$ cat config.mk
export PLATFORM = sky130hd
export DESIGN_NAME = cacheline_burst_adaptor
export DESIGN_NICKNAME = d
export VERILOG_FILES = /design/src/rtl/cache_types_pkg.sv /design/src/rtl/cacheline_burst_adaptor.sv
export SDC_FILE = /design/constraint.sdc
export NUM_CORES = 1
export LEC_CHECK = 0
export CORE_AREA = 2 2 276 278
export CTS_BUF_LIST = sky130_fd_sc_hd__clkbuf_2 sky130_fd_sc_hd__clkbuf_4 sky130_fd_sc_hd__clkbuf_8
export DETAILED_ROUTE_END_ITERATION = 10
export DIE_AREA = 0 0 278 280
export GPL_TIMING_DRIVEN = 0
export HOLD_SLACK_MARGIN = 0.12
export SLEW_MARGIN = 15
export SYNTH_ARGS = -nofsm -noshare
export SYNTH_HDL_FRONTEND = slang
export SYNTH_SLANG_ARGS = --single-unit
$ cat constraint.sdc
create_clock -name clk -period 21.4 [get_ports clk]
set_input_delay 3.21 -clock clk [delete_from_list [all_inputs] [get_ports clk]]
set_output_delay 3.21 -clock clk [all_outputs]
set_load 0.02 [all_outputs]
$ cat src/rtl/cache_types_pkg.sv
// Shared cache geometry and state types for the line/burst adaptor and cache datapath.
package cache_types_pkg;

    localparam int s_line   = 256;
    localparam int s_burst  = 64;
    localparam int s_offset = 5;

    typedef enum logic [1:0] {
        IDLE  = 2'd0,
        READ  = 2'd1,
        WRITE = 2'd2,
        DONE  = 2'd3
    } cba_state_t;

    function automatic logic [31:0] line_align(input logic [31:0] addr);
        return {addr[31:s_offset], {s_offset{1'b0}}};
    endfunction

endpackage

$ cat src/rtl/cacheline_burst_adaptor.sv
// Splits a one-shot cache line read/write into a num_beats x s_burst memory burst.
// Request sampled in IDLE, beats follow mem_resp (gaps stall), one-cycle line_resp after the last beat.
module cacheline_burst_adaptor
    import cache_types_pkg::*;
(
    input  logic                clk,
    input  logic                rst,
    input  logic [31:0]         line_address,
    input  logic                line_read,
    input  logic                line_write,
    input  logic [s_line-1:0]   line_wdata,
    output logic [s_line-1:0]   line_rdata,
    output logic                line_resp,
    output logic [31:0]         mem_address,
    output logic                mem_read,
    output logic                mem_write,
    output logic [s_burst-1:0]  mem_wdata,
    input  logic [s_burst-1:0]  mem_rdata,
    input  logic                mem_resp
);

    localparam int num_beats = s_line / s_burst;
    localparam int beat_w    = $clog2(num_beats);
    localparam logic [beat_w-1:0] last_beat = beat_w'(num_beats - 1);

    cba_state_t                          state_q, state_d;
    logic [beat_w-1:0]                   beat_q, beat_d;
    logic [31:0]                         addr_q, addr_d;
    logic [num_beats-1:0][s_burst-1:0]   wbuf_q, wbuf_d;
    logic [num_beats-1:0][s_burst-1:0]   rdata_q, rdata_d;

    always_ff @(posedge clk or posedge rst) begin
        if (rst) begin
            state_q <= IDLE;
            beat_q  <= '0;
            addr_q  <= '0;
            wbuf_q  <= '0;
            rdata_q <= '0;
        end else begin
            state_q <= state_d;
            beat_q  <= beat_d;
            addr_q  <= addr_d;
            wbuf_q  <= wbuf_d;
            rdata_q <= rdata_d;
        end
    end

    always_comb begin
        state_d   = state_q;
        beat_d    = beat_q;
        addr_d    = addr_q;
        wbuf_d    = wbuf_q;
        rdata_d   = rdata_q;
        mem_read  = 1'b0;
        mem_write = 1'b0;
        mem_wdata = '0;
        line_resp = 1'b0;

        unique case (state_q)
            IDLE: begin
                // Write wins when both requests are raised together.
                if (line_write) begin
                    wbuf_d  = line_wdata;
                    addr_d  = line_align(line_address);
                    state_d = WRITE;
                end else if (line_read) begin
                    addr_d  = line_align(line_address);
                    state_d = READ;
                end
            end
            READ: begin
                mem_read = 1'b1;
                if (mem_resp) begin
                    rdata_d[beat_q] = mem_rdata;
                    beat_d          = beat_q + 1'b1;
                    if (beat_q == last_beat) state_d = DONE;
                end
            end
            WRITE: begin
                mem_write = 1'b1;
                mem_wdata = wbuf_q[beat_q];
                if (mem_resp) begin
                    beat_d = beat_q + 1'b1;
                    if (beat_q == last_beat) state_d = DONE;
                end
            end
            DONE: begin
                line_resp = 1'b1;
                state_d   = IDLE;
            end
            default: state_d = IDLE;
        endcase
    end

    assign line_rdata  = rdata_q;
    assign mem_address = addr_q;

endmodule
==> images/clocks.png <==
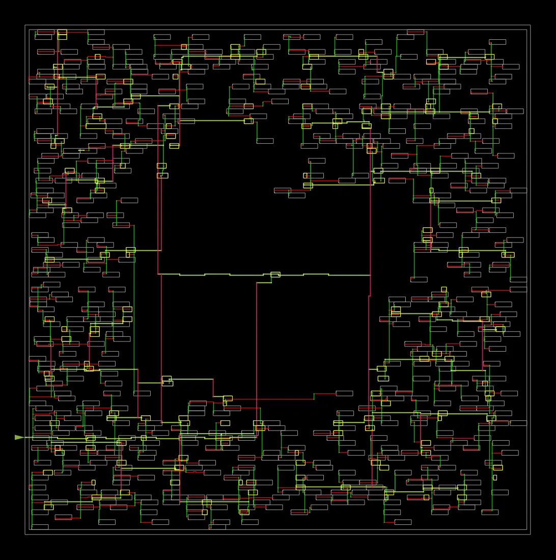
clock sink count: 543
CTS Buf Count: 97
clk_lat worst skew: 680 ps

==> images/flops_by_reg.png <==
Other sequential cells in the stronger gray, the rest of the logic in the fainter gray.
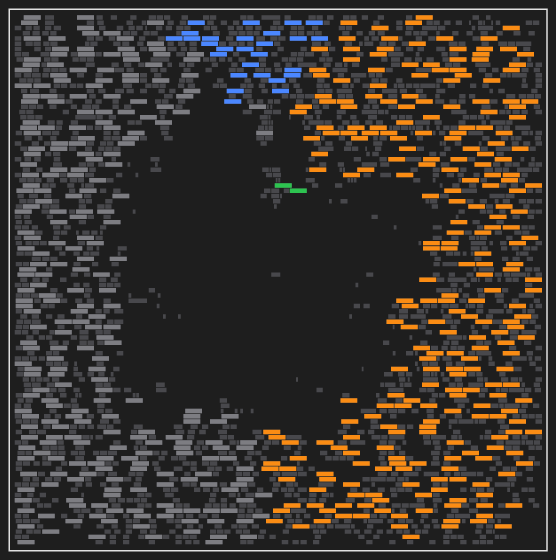
orange -> `wbuf_q`  # flops 256
green -> `beat_q`  # flops 2
blue -> `mem_address`  # flops 27, where north
post-layout util: 43.6%
FF/Latch Area: 13600 sq um

==> run_results.csv <==
group,metric,value,unit
sta,slew_headroom,31.9,%
yosys,synthMostInstantiatedCell,"dfrtp_1",
global_routing,busiest_layer,"met2",
yosys,ys_types,20,
yosys,yosysTopAreaCellShare,61.2,%
placed_design,placed_area,30600,sq um
placed_design,place.gp.congestion,0.811,
drt,viasPerCell,4.57,
floorplan,die_w,278,microns
drt,finalWirelength,76300,microns
pwr,p_comb,2.41,mW
yosys,synthCells,1323,
worst_setup_path,slowest_stage,"clkdlybuf4s50_1",
placed_design,hpwl,56300,microns
pwr,total_power,5.28,mW
cells_and_area,drive_gt1_share,39.0,%
global_routing,grt_max_degree,115,
worst_setup_path,cp.arrival,3700,ps
cells_and_area,logic_area,8170,sq um
outcome,status,"finished, final reports clean",
pwr,p_switching,1.82,mW
sta,fin_skew,39.0,ps
pwr,p_int,3.46,mW
global_routing,use_met3,9.00,%
yosys,synth-compound-area-share,0.0958,%
flow_run,warning_count,47,
placed_design,placedCellCount,3010,
cells_and_area,area_growth,47.7,%
cts,root_buffer,"clkbuf_8",
yosys,ys_sh_xor,0.0394,%
cells_and_area,finalNonFillerCells,3195,
cts,cts.reportedPaths.clkPinSlew,60,ps
pwr,p_leak,13.8,nW
yosys,ff_type,"dfrtp_1",
cells_and_area,n_all_inverters,5,
yosys,yosysTopAreaCell,"dfrtp_1",
drt,drtIter0Drc,458,
worst_setup_path,path_cells,"inv_1, ha_1, buf_1, clkbuf_1, and2_1, clkdlybuf4s50_1",
pwr,peakVddDrop,0.0000960,V
cells_and_area,nets,2497,
worst_setup_path,crit_type,"reg2out",
cells_and_area,largest_class,"flip-flops and latches",
worst_setup_path,reg2reg_slack,18550,ps
drt,met2_wirelength,38800,microns
global_routing,track_usage,19.5,%
yosys,numSynthFlops,543,
pwr,pg_clk,1.06,mW
yosys,area_leaders,"dfrtp_1 (61%), mux2_2 (27%), mux4_2 (6.5%), and2_1 (1.8%), buf_2 (1.4%)",
yosys,yosysCellCount,1323,
pwr,power_leader,"combinational cells",
sta,setup_viol,0,
global_routing,grt_pass1_vias,16700,
sta,fmax,145,MHz
global_routing,gr-total-overflow,0,
yosys,postSynthSeqShare,61.2,%
pwr,power_frac_comb,45.6,%
sta,min_period,6910,ps
worst_setup_path,startpoint,"state_q[0]$_DFFE_PP0P_",
global_routing,grt_antenna_before_repair,25,
worst_setup_path,critPathRequiredTime,18190,ps
global_routing,met1_usage,20.6,%
yosys,yosys_warnings,0,
pwr,pwr-share-clk,20.0,%
cts,cts_max_level,3,
yosys,ys_sh_mux,34.0,%
drt,vias,14600,
worst_setup_path,crit_end,"mem_wdata[13]",
drt,top_layer,"met5",
pwr,power.density,161,nW/um^2
cells_and_area,n_antenna_cell,11,
worst_setup_path,critPathCaptureType,"output pin",
sta,worst_slew_pin_slew,1020,ps
==> images/placement_by_type.png <==
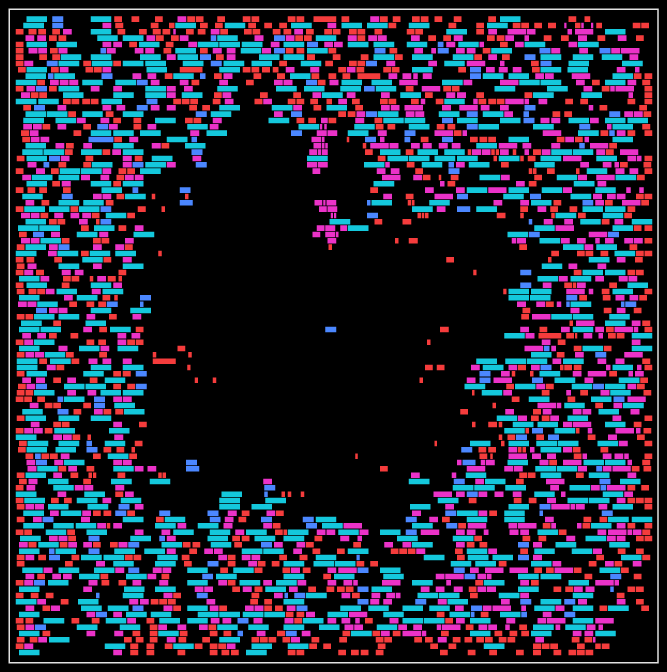
cyan -> flops  # cells 543, share of their area 43%
red -> other buffers and delay cells  # cells 786, share of their area 24%
magenta -> combinational and other logic  # cells 703, share of their area 26%
blue -> clock drivers and dummy loads  # cells 174, share of their area 6.9%
row cnt: 101
area of the core: 75200 sq um
sequential cell area share: 41.4%
fin area: 32800 sq um

[placed cells by master (no fill, tap or decap), types with 3 or more instances in the layout]
cell type | Yosys | final
nand2_1 | 4 | 4
dfrtp_1 | 543 | 543
clkinv_8 | 0 | 3
nand3_2 | 4 | 4
buf_6 | 5 | 5
mux4_2 | 64 | 64
inv_1 | 5 | 4
clkdlybuf4s50_1 | 0 | 700
buf_1 | 3 | 3
buf_4 | 7 | 7
ha_1 | 9 | 9
clkinv_2 | 0 | 12
clkbuf_1 | 6 | 6
buf_16 | 0 | 5
and2_1 | 64 | 64
buf_2 | 60 | 60
clkbuf_8 | 0 | 134
mux2i_1 | 3 | 3
mux2_2 | 540 | 540
conb_1 | 1 | 5
diode_2 | 0 | 11
clkbuf_4 | 0 | 23
[how the worst min path moves through the flow]
stage	startpoint	endpoint	slack, ps	depth (start not counted)
floorplan	wbuf_q[128]$_DFFE_PP0P_	wbuf_q[128]$_DFFE_PP0P_	470	1
CTS	wbuf_q[179]$_DFFE_PP0P_	wbuf_q[179]$_DFFE_PP0P_	500	1
global placement	wbuf_q[43]$_DFFE_PP0P_	wbuf_q[43]$_DFFE_PP0P_	480	1
finish	wbuf_q[179]$_DFFE_PP0P_	wbuf_q[179]$_DFFE_PP0P_	500	1
detailed placement	wbuf_q[165]$_DFFE_PP0P_	wbuf_q[165]$_DFFE_PP0P_	490	1
global route	wbuf_q[213]$_DFFE_PP0P_	wbuf_q[213]$_DFFE_PP0P_	510	1
[registers in the layout (all words and copies together), names as in the netlist]
name,flops
beat_q,2
line_rdata,256
mem_address,27
state_q,2
wbuf_q,256
No activity file was given, so power comes from the tool's default toggle rates.
